===== src/rtl/btn_pkg.sv =====
// Shared types and default timing constants for the push-button debouncer.
// Defaults assume a 12 MHz system clock.
package btn_pkg;

   typedef enum logic [1:0] {
      IDLE       = 2'd0,
      PRESS_DB   = 2'd1,
      HELD       = 2'd2,
      RELEASE_DB = 2'd3
   } btn_state_t;

   // 10 ms debounce window and 1 s long-press threshold at 12 MHz
   localparam int unsigned DEBOUNCE_CYCLES_DEFAULT = 120000;
   localparam int unsigned LONG_CYCLES_DEFAULT     = 12000000;

endpackage


===== src/rtl/sync_2ff.sv =====
// Two-flop synchronizer for bringing asynchronous inputs into the clk domain.
// Both stages clear to 0 on reset so a held button re-debounces after reset.
module sync_2ff #(
   parameter int unsigned WIDTH = 1
) (
   input  logic             clk,
   input  logic             rst_n,
   input  logic [WIDTH-1:0] d,
   output logic [WIDTH-1:0] q
);

   logic [WIDTH-1:0] meta_reg;
   logic [WIDTH-1:0] sync_reg;

   for (genvar gi = 0; gi < WIDTH; gi++) begin : g_bit
      always_ff @(posedge clk or negedge rst_n) begin
         if (!rst_n) begin
            meta_reg[gi] <= 1'b0;
            sync_reg[gi] <= 1'b0;
         end else begin
            meta_reg[gi] <= d[gi];
            sync_reg[gi] <= meta_reg[gi];
         end
      end
   end

   assign q = sync_reg;

endmodule


===== src/rtl/button_debounce.sv =====
// Push-button debouncer: level, press/release/long-press strobes and a press counter.
// Every output is a flop; the raw button only reaches logic through sync_2ff.
module button_debounce
   import btn_pkg::*;
#(
   parameter int unsigned DEBOUNCE_CYCLES = DEBOUNCE_CYCLES_DEFAULT,
   parameter int unsigned LONG_CYCLES     = LONG_CYCLES_DEFAULT
) (
   input  logic       clk,
   input  logic       rst_n,
   input  logic       btn,
   output logic       btn_level,
   output logic       press_pulse,
   output logic       release_pulse,
   output logic       long_pulse,
   output logic [7:0] press_count
);

   localparam int unsigned DB_W   = $clog2(DEBOUNCE_CYCLES);
   localparam int unsigned HOLD_W = $clog2(LONG_CYCLES);

   localparam logic [DB_W-1:0]   DB_LAST   = DB_W'(DEBOUNCE_CYCLES - 1);
   localparam logic [HOLD_W-1:0] HOLD_LAST = HOLD_W'(LONG_CYCLES - 1);

   logic btn_s;

   btn_state_t        state_reg,         state_next;
   logic [DB_W-1:0]   db_cnt_reg,        db_cnt_next;
   logic [HOLD_W-1:0] hold_cnt_reg,      hold_cnt_next;
   logic              long_fired_reg,    long_fired_next;
   logic              btn_level_reg,     btn_level_next;
   logic              press_pulse_reg,   press_pulse_next;
   logic              release_pulse_reg, release_pulse_next;
   logic              long_pulse_reg,    long_pulse_next;
   logic [7:0]        press_count_reg,   press_count_next;

   sync_2ff #(
      .WIDTH (1)
   ) u_sync (
      .clk   (clk),
      .rst_n (rst_n),
      .d     (btn),
      .q     (btn_s)
   );

   always_ff @(posedge clk or negedge rst_n) begin
      if (!rst_n) begin
         state_reg         <= IDLE;
         db_cnt_reg        <= '0;
         hold_cnt_reg      <= '0;
         long_fired_reg    <= 1'b0;
         btn_level_reg     <= 1'b0;
         press_pulse_reg   <= 1'b0;
         release_pulse_reg <= 1'b0;
         long_pulse_reg    <= 1'b0;
         press_count_reg   <= 8'd0;
      end else begin
         state_reg         <= state_next;
         db_cnt_reg        <= db_cnt_next;
         hold_cnt_reg      <= hold_cnt_next;
         long_fired_reg    <= long_fired_next;
         btn_level_reg     <= btn_level_next;
         press_pulse_reg   <= press_pulse_next;
         release_pulse_reg <= release_pulse_next;
         long_pulse_reg    <= long_pulse_next;
         press_count_reg   <= press_count_next;
      end
   end

   always_comb begin
      state_next         = state_reg;
      db_cnt_next        = db_cnt_reg;
      hold_cnt_next      = hold_cnt_reg;
      long_fired_next    = long_fired_reg;
      btn_level_next     = btn_level_reg;
      press_pulse_next   = 1'b0;
      release_pulse_next = 1'b0;
      long_pulse_next    = 1'b0;
      press_count_next   = press_count_reg;

      case (state_reg)
         IDLE: begin
            if (btn_s) begin
               state_next  = PRESS_DB;
               db_cnt_next = '0;
            end
         end

         PRESS_DB: begin
            if (!btn_s) begin
               state_next = IDLE;
            end else if (db_cnt_reg == DB_LAST) begin
               state_next       = HELD;
               press_pulse_next = 1'b1;
               btn_level_next   = 1'b1;
               press_count_next = press_count_reg + 8'd1;
               hold_cnt_next    = '0;
               long_fired_next  = 1'b0;
            end else begin
               db_cnt_next = db_cnt_reg + DB_W'(1);
            end
         end

         HELD: begin
            // Long-press check is independent of btn_s so a release on the
            // threshold edge still produces its long_pulse.
            if (hold_cnt_reg != HOLD_LAST) begin
               hold_cnt_next = hold_cnt_reg + HOLD_W'(1);
            end else if (!long_fired_reg) begin
               long_pulse_next = 1'b1;
               long_fired_next = 1'b1;
            end
            if (!btn_s) begin
               state_next  = RELEASE_DB;
               db_cnt_next = '0;
            end
         end

         RELEASE_DB: begin
            // Hold counter and long-fired flag are left untouched here so a
            // release glitch resumes the same press.
            if (btn_s) begin
               state_next = HELD;
            end else if (db_cnt_reg == DB_LAST) begin
               state_next         = IDLE;
               release_pulse_next = 1'b1;
               btn_level_next     = 1'b0;
            end else begin
               db_cnt_next = db_cnt_reg + DB_W'(1);
            end
         end

         default: begin
            state_next = IDLE;
         end
      endcase
   end

   assign btn_level     = btn_level_reg;
   assign press_pulse   = press_pulse_reg;
   assign release_pulse = release_pulse_reg;
   assign long_pulse    = long_pulse_reg;
   assign press_count   = press_count_reg;

endmodule

===== config.mk =====
export PLATFORM = sky130hd
export DESIGN_NAME = button_debounce
export DESIGN_NICKNAME = d
export VERILOG_FILES = /design/src/rtl/btn_pkg.sv /design/src/rtl/sync_2ff.sv /design/src/rtl/button_debounce.sv
export SDC_FILE = /design/constraint.sdc
export NUM_CORES = 1
export LEC_CHECK = 0
export CAP_MARGIN = 25
export CELL_PAD_IN_SITES_DETAIL_PLACEMENT = 1
export CELL_PAD_IN_SITES_GLOBAL_PLACEMENT = 2
export CORE_AREA = 2 2 87 89
export DETAILED_ROUTE_END_ITERATION = 10
export DIE_AREA = 0 0 89 91
export PLACE_DENSITY = 0.91
export SYNTH_ARGS = -nofsm -noshare
export SYNTH_HDL_FRONTEND = slang
export SYNTH_SLANG_ARGS = --single-unit

===== constraint.sdc =====
create_clock -name clk -period 5.6 [get_ports clk]
set_input_delay 1.12 -clock clk [delete_from_list [all_inputs] [get_ports clk]]
set_output_delay 1.12 -clock clk [all_outputs]
set_load 0.01 [all_outputs]

run_1/class_map.png
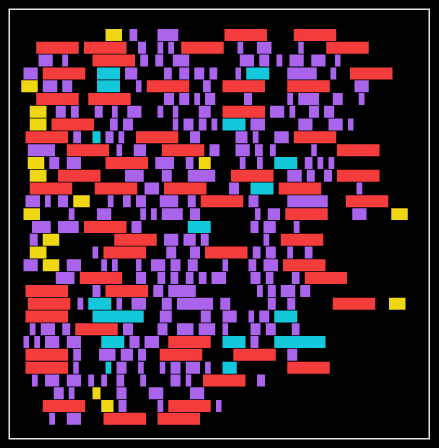
| colour | class | cells | share of their area |
|---|---|---|---|
| purple | remaining logic cells | 225 | 44% |
| red | registers | 58 | 44% |
| cyan | clock drivers and dummy loads | 16 | 7.0% |
| yellow | remaining buffers and delay cells | 16 | 4.6% |
Seq/total area: 0.428
Finished Core Util: 0.475
core footprint: 0.00714 mm2
Cell Rows: 31
Finished Cell Area: 0.00339 mm2

run_1/port_trees.png
Bar = 20 um.
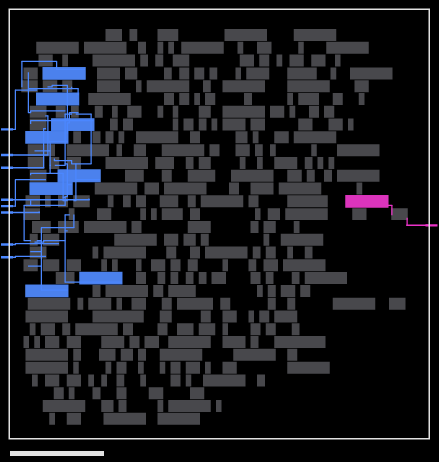
| colour | port | bits | direction | end cells | buffers | wire |
|---|---|---|---|---|---|---|
| magenta | release_pulse | 1 | output | 1 | 1 | 8.90 um |
| blue | press_count | 8 | output | 8 | 8 | 357 um |
io pins: 15
port bufs: 14

==> run summary, run 1 <==
Cells after Synth - 293
Critical path's slowest cell - clkdlybuf4s50_1
Clk ins delay skew pair - 0.34 ns
Worst Tran Pin Value - 0.997 ns
YS warnings - 0
OpenROAD warnings - 26
Filler instances - 832
Routability cong. - 0.767
Status - finished clean
Data arrival, critical path - 1.37 ns
ANT cells - 0
Synth cell count leaders - 58 x dfrtp_1, 35 x nor2_1, 24 x nand2_1
Global route hottest layer - met1
Max Slew Vio Count - 0
Post-CTS Hold Buffers - 0
Min Tclk post-route - 2.49 ns
Clock sinks - 58
Fmax achieved - 402 MHz
Kind of critical path - reg -> out
Global-route wire length before repair - 11800 um
CTS tree - built
Root buf cell - clkbuf_8
Most numerous cell in the Yosys netlist - dfrtp_1
Area leader share - 0.494
Pleak - 1.46 nW
Post-synth EDFFs - 0
HP Class - reg -> reg
Hold_ws - 0.376 ns
Syn_nets - 299
Post-CTS Setup Inserts - 0
Final Hold Fails - 0
Worst rel slew slack - 0.333
Cell total in the yosys stat output - 293
Max Buffers Root-to-Sink - 2
Main flop type after synthesis - dfrtp_1
Grt met2 use - 0.275
Total power - 0.896 mW
Synth flops - 58
Met1 Resource Use GR - 0.276
Drc violations - 0
RSZ-0062 raised after global routing - no
Dpl ws - 3.37 ns
run_1/floorplan.png
Bar = 20 um. Pins as bars on the die edge.
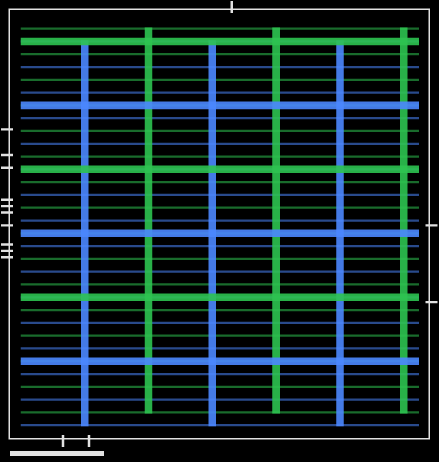
| colour | net |
|---|---|
| green | VDD |
| blue | VSS |
met5 straps: 6
rows: 31
met1 rails: 32
signal pins: 15
met4 straps: 6

## run 1: layer usage
| layer | vias up | routed length (um) |
|---|---|---|
| li1 | 1071 | - |
| met1 | 1158 | 3240 |
| met2 | 23 | 3200 |
| met3 | 7 | 160 |
| met4 | 0 | 97 |
| met5 | - | 0 |
## run 1: area by class of cell
class                      count  area (um2)  share of cell area
timing repair buffer          16         150              0.0442
multi-input combinational    219        1420               0.417
clock buffer                  12         155              0.0457
inverter                       6        22.5             0.00664
tap                           99         124              0.0365
sequential                    58        1450               0.428
clock inverter                 4        73.8              0.0218
## run 1: path summary, 6_finish.rpt
kind                                  from                to  slack [ns]  cells past startpoint
max in group asynchronous            rst_n        long_pulse        4.18                      2
hold reg to reg            u_sync.meta_reg          u_sync.q        0.38                      0
hold / removal             u_sync.meta_reg          u_sync.q        0.38                      0
setup / recovery            press_count[3]    press_count[3]        3.11                      1
setup reg to reg           hold_cnt_reg[0]  hold_cnt_reg[18]        3.45                      6
min in group asynchronous            rst_n  hold_cnt_reg[13]        0.91                      2
## run 1: power by group
group          switching [mW]  internal [mW]  leakage [nW]
sequential            0.00572          0.424         0.801
clock                   0.170          0.275         0.117
combinational          0.0157        0.00639         0.542
## run 1: logic make-up after synthesis
family	after synthesis	synth area share
multiplexers	3	0.0115
AND/OR/NAND/NOR	149	0.293
adder cells (fa/ha/maj)	3	0.0128
buffers and inverters	16	0.0234
flip-flops	58	0.494
AND-OR/OR-AND	29	0.0584
XOR/XNOR	35	0.107
## run 1: cell usage in the layout, fill, tap and decap left out, types with 10 or more instances in the layout
master and instances:
nand3_1 19, clkbuf_8 11, or3_1 10, clkdlybuf4s50_1 13
nor2_1 35, nand2_1 24, dfrtp_1 58, nand4_1 14
xnor2_1 14, xor2_1 20
run_1/util_map.png
Bar = 20 um. 9 x 9 tiles, from black (low) to pale yellow (high), 0 to 100% covered.
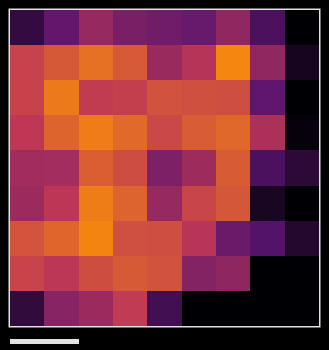

## Run 2: what changed since run 1
CORE_AREA = 2 2 90 92   (was 2 2 87 89)
DIE_AREA = 0 0 92 94   (was 0 0 89 91)
PLACE_DENSITY = 0.86   (was 0.91)
clock period = 2.51 ns   (was 5.6 ns; I/O delays follow)
run_2/util_map.png
Bar = 20 um. 9 x 9 tiles, from black (low) to pale yellow (high), 0 to 100% covered.
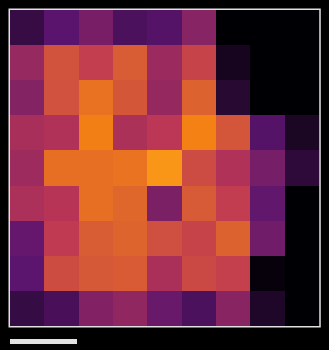
mean over tiles: 38%
tiles over 75% full: 1.2%
fullest tile: 77%
emptiest ninth of the die: north-east
nearly empty tiles: 15%
fp util: 0.386
Finished Core Util: 0.445
core footprint: 0.00761 mm2

run_2/congestion_map.png
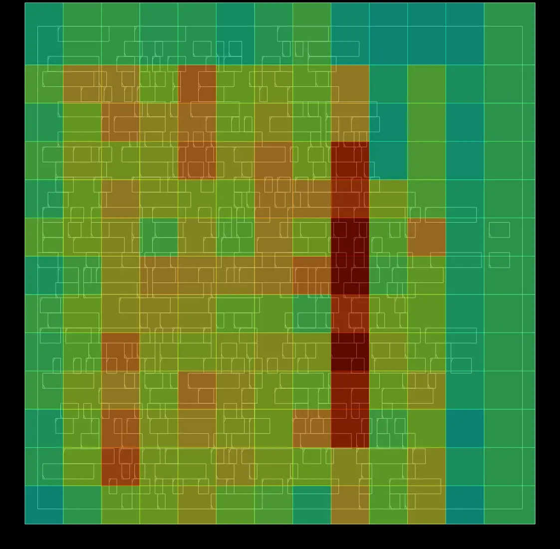
GRT met3 Usage: 0.0297
met1 Resource Use GR: 0.257
grt met2 use: 0.268
drt wl/cell: 16.0 um

run_2/floorplan.png
Bar = 20 um. Pins as bars on the die edge.
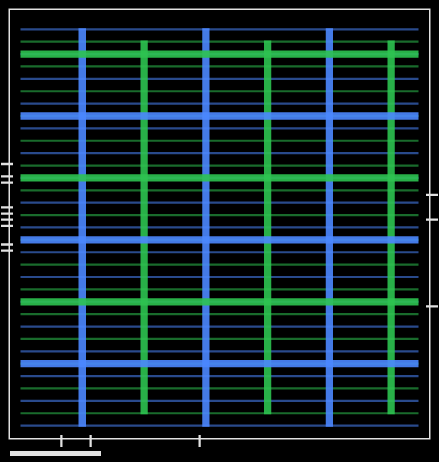
| colour | net |
|---|---|
| blue | VSS |
| green | VDD |
met1 rails: 33
rows: 32
met4 straps: 6
met5 straps: 6
signal pins: 15

==> run 2 against run 1 <==
Via count is 1.2% lower. Clock power is 68% higher. First-iteration DRC count is 13% higher. Power is 96% higher. Flip-flop count stayed put. Utilization is 3.1 points lower. Non-clock buffer count is 5 higher. Die size is 6.8% higher. Critical path depth is 5 higher. Combinational power is 140% higher. Critical path type is now reg -> reg.
==> run summary, run 2 <==
Seq. cell area - 0.00145 mm2 (unchanged)
Main flop type after synthesis - dfrtp_1 (unchanged)
M1 wire length - 3390 um (was 3240 um)
Uppermost layer routed - met4 (unchanged)
Mux share - 0.0115 (unchanged)
Hold_ws - 0.153 ns (was 0.376 ns)
Routability cong. - 0.787 (was 0.767)
Min Tclk post-route - 2.02 ns
OpenROAD warnings - 26 (unchanged)
Synth flops - 58 (unchanged)
Filler instances - 876 (was 832)
Status - finished clean (unchanged)
Pleak - 1.46 nW (about the same)
Area leader share - 0.494 (unchanged)
Dpl ws - 0.506 ns (was 3.37 ns)
Comb area - 0.00142 mm2 (unchanged)
Post-CTS Setup Inserts - 0 (unchanged)
Synth logic family - simple AND/OR/NAND/NOR gates (unchanged)
Commonest non-fill, non-tap cells in the layout - 58 x dfrtp_1, 35 x nor2_1, 24 x nand2_1 (unchanged)
Syn_nets - 299 (unchanged)
ANT cells - 0 (unchanged)
Clk ins delay skew pair - 0.34 ns (about the same)
Most used logic cell in the final layout - dfrtp_1 (unchanged)
RSZ-0062 raised after global routing - no (unchanged)
Post-CTS Hold Buffers - 0 (unchanged)
CTS tree - built (unchanged)
Final Hold Fails - 0 (unchanged)
Root buf cell - clkbuf_8 (unchanged)
Metal3 WL - 132 um (was 160 um)
Cells after Synth - 293 (unchanged)
Fmax achieved - 496 MHz
Met2 routed WL - 3110 um (was 3200 um)
Cell total in the yosys stat output - 293 (unchanged)
Drc violations - 0 (unchanged)
Simple share - 0.293 (unchanged)
Max Slew Vio Count - 0 (unchanged)
Cell Rows - 32 (was 31)
Synth cell count leaders - 58 x dfrtp_1, 35 x nor2_1, 24 x nand2_1 (unchanged)
Most numerous cell in the Yosys netlist - dfrtp_1 (unchanged)
XOR/XNOR Area Share - 0.107 (unchanged)
HP Class - in -> async (was reg -> reg)
==> run 2: cell types whose count changed in the layout (fill, tap and decap cells not counted) <==
| cell | delta |
|---|---|
| buf_12 | +1 |
| clkinv_4 | -1 |
| clkinv_2 | +2 |
| buf_4 | +4 |
| clkbuf_8 | -1 |
| clkbuf_1 | +2 |
| bufinv_16 | -2 |
==> run 2: layout make-up <==
cell class                      instances  area share
Clock buffer                           13      0.0440
Clock inverter                          3     0.00444
Inverter                                6     0.00666
Multi-Input combinational cell        219       0.419
Sequential cell                        58       0.429
Tap cell                              102      0.0377
Timing Repair Buffer                   21      0.0592
==> run 2: through the flow <==
step | std cells | total power [mW] | util
floorplan | 293 | 0.994 | -
detailed placement | 406 | 1.03 | 0.423
global route | 422 | 1.84 | 0.445
global placement | 406 | 1.03 | 0.423
finish | 422 | 1.76 | 0.445
CTS | 422 | 1.78 | 0.445
==> run 2: report_power, final <==
part	internal, mW	leakage [nW]	switching (mW)
clock	0.381	0.0872	0.366
combinational	0.0181	0.573	0.0350
sequential	0.945	0.801	0.0136
total	1.34	1.46	0.415
==> run 2: path summary, 6_finish.rpt <==
| kind | end | cells after the start | start | slack [ns] |
|---|---|---|---|---|
| worst max-delay path | press_count[3] | 6 | db_cnt_reg[0] | 0.49 |
| worst min-delay path | hold_cnt_reg[13] | 1 | rst_n | 0.15 |
| worst max register to register | press_count[3] | 6 | db_cnt_reg[0] | 0.49 |
| worst min register to register | u_sync.q | 0 | u_sync.meta_reg | 0.36 |
| max in group asynchronous | db_cnt_reg[7] | 2 | rst_n | 1.76 |
| min in group clk | u_sync.q | 0 | u_sync.meta_reg | 0.36 |
==> run 2: logic make-up (layout without fill, tap and decap cells) <==
group / Yosys count / after routing
AND-OR/OR-AND: 29 / 29
XOR/XNOR: 35 / 35
adder cells (fa/ha/maj): 3 / 3
buffers and inverters: 16 / 43
flip-flops: 58 / 58
multiplexers: 3 / 3
AND/OR/NAND/NOR: 149 / 149
==> run 2: worst max-delay path: stages (launching register included) <==
cell and delay [ns]:
dfrtp_1 0.40, ha_1 0.24, nand3_2 0.11, or2_1 0.32, or3_1 0.56, nor2_4 0.18
xor2_2 0.13
==> run 2: layer usage <==
metal,vias to the layer above,global-route usage
met5,-,0
li1,1074,-
met4,0,0.0821
met1,1123,0.257
met3,9,0.0297
met2,25,0.268
run_2/port_trees.png
Bar = 20 um.
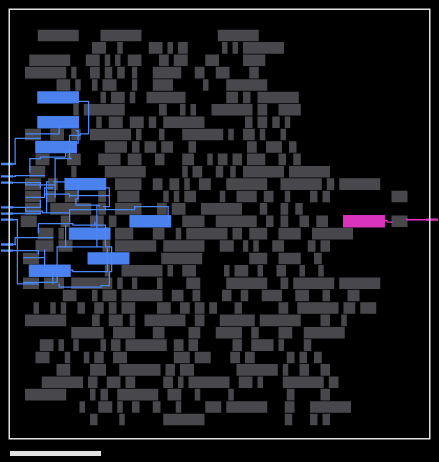

## Run 3: what changed since run 2
clock period = 1.9 ns   (was 2.51 ns; I/O delays follow)
run_3/port_trees.png
Bar = 20 um.
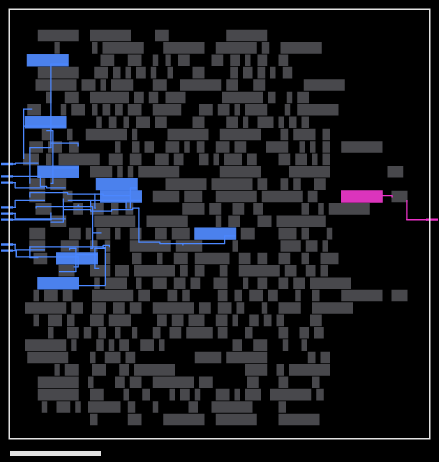
| colour | port | bits | direction | end cells | buffers | wire |
|---|---|---|---|---|---|---|
| blue | press_count | 8 | output | 8 | 8 | 363 um |
| magenta | release_pulse | 1 | output | 1 | 1 | 11.3 um |

run_3/congestion_map.png
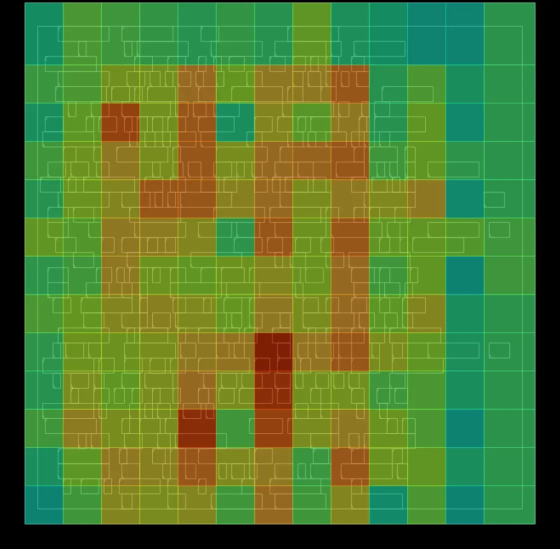
met1 Resource Use GR: 0.249
global route hottest layer: met2
Total GRT Usage: 0.189

run_3/class_map.png
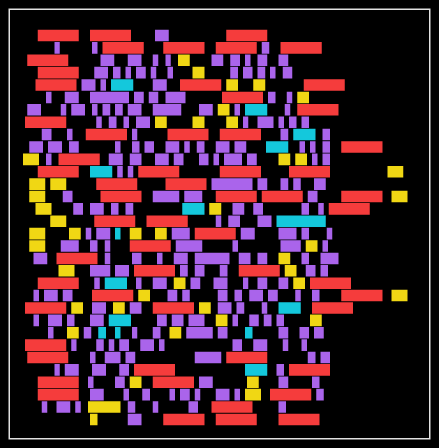
| colour | class | cells | share of their area |
|---|---|---|---|
| yellow | remaining buffers and delay cells | 45 | 11% |
| purple | remaining logic cells | 225 | 42% |
| cyan | clock drivers and dummy loads | 15 | 5.3% |
| red | registers | 58 | 42% |

==> run 3 against run 2 <==
Sequential power up 32%. Synthesized cell count unchanged. Critical path depth unchanged. Utilization up 3.0 points. Flip-flop count unchanged. Critical path type unchanged. Register-to-register slack worse by 0.38 ns. Die size unchanged. Maximum frequency up 13%. Clock power up 49%.
==> run summary, run 3 <==
Syn_nets - 299 (unchanged)
Worst Tran Pin Value - 0.368 ns (was 0.574 ns)
Worst path cell trace - buf_4, nor4bb_1, nand4_1, o21ai_2, xor2_1, nor2_1 (was ha_1, nand3_2, or2_1, or3_1, nor2_4, xor2_2)
Worst R2R Setup Slack - 0.11 ns (was 0.49 ns)
Fp util - 0.386 (unchanged)
Setup crit start - hold_cnt_reg[19] (was db_cnt_reg[0])
Finished Cell Area - 0.00361 mm2 (was 0.00338 mm2)
Status - finished clean (unchanged)
Psw - 0.549 mW (was 0.415 mW)
Sw Ratio - 0.223 (was 0.236)
Cells after Synth - 293 (unchanged)
Area leader share - 0.494 (unchanged)
Drt wl/cell - 16.2 um (was 16.0 um)
ANT cells - 0 (unchanged)
Io pins - 15 (unchanged)
Pleak - 1.60 nW (was 1.46 nW)
Part of the power in registers - 0.514 (was 0.545)
Crit path buffers/inverters - 1 (was 0)
Clk ins delay skew pair - 0.34 ns (about the same)
Finished Core Util - 0.475 (was 0.445)
==> run 3: repair_timing <==
item / in CTS / in global routing
endpoints found under the setup margin: 5 / 37
pin swaps: 0 / 2
resized: 1 / 6
buffers inserted: 0 / 1
==> run 3: power groups by stage <==
stage / sequential, mW / clock, mW / combinational [mW]
final: 1.27 / 1.11 / 0.0922
after global routing: 1.27 / 1.18 / 0.105
after CTS: 1.26 / 1.13 / 0.0890
after detailed placement: 1.28 / 0 / 0.0871
after global placement: 1.28 / 0 / 0.0841
after floorplan: 1.28 / 0 / 0.0317
==> run 3: cells by family (layout without fill, tap and decap cells) <==
group | count (synthesis) | count (layout) | synth area share
multiplexers | 3 | 3 | 0.0115
buffers and inverters | 16 | 66 | 0.0234
XOR/XNOR | 35 | 35 | 0.107
AND-OR/OR-AND | 29 | 29 | 0.0584
adder cells (fa/ha/maj) | 3 | 3 | 0.0128
flip-flops | 58 | 58 | 0.494
AND/OR/NAND/NOR | 149 | 149 | 0.293
==> run 3: through the flow <==
| stage | hold slack, ns | TNS (ns) | instances |
|---|---|---|---|
| floorplan | 0.0844 | 0 | 293 |
| global placement | 0.336 | 0 | 429 |
| detailed placement | 0.353 | 0 | 429 |
| CTS | 0.0444 | 0 | 444 |
| global route | 0.0474 | -0.00271 | 445 |
| finish | 0.0325 | 0 | 445 |
==> run 3: worst min path at each step <==
| stage | to | startpoint | cells after the start |
|---|---|---|---|
| floorplan | asynchronous set/reset pin | rst_n | 0 |
| global placement | u_sync.q | u_sync.meta_reg | 0 |
| detailed placement | u_sync.q | u_sync.meta_reg | 0 |
| CTS | hold_cnt_reg[20] | rst_n | 2 |
| global route | hold_cnt_reg[14] | rst_n | 2 |
| finish | hold_cnt_reg[20] | rst_n | 2 |
==> run 3: routing by layer <==
layer  track usage  wire, um  vias to the layer above
li1              -         -                     1132
met1         0.249      3560                     1181
met2         0.305      3380                       22
met3        0.0409       156                        8
met4        0.0709       104                        0
met5             0         0                        -
==> run 3: cell type report <==
cell class                 instances  area [um2]
sequential                        58        1450
tap                              102         128
inverter                           6        22.5
fill                             864        3990
multi-input combinational        219        1450
timing repair buffer              45         380
clock buffer                      12         145
clock inverter                     3        40.0
Power is estimated from default activity; no workload was simulated.
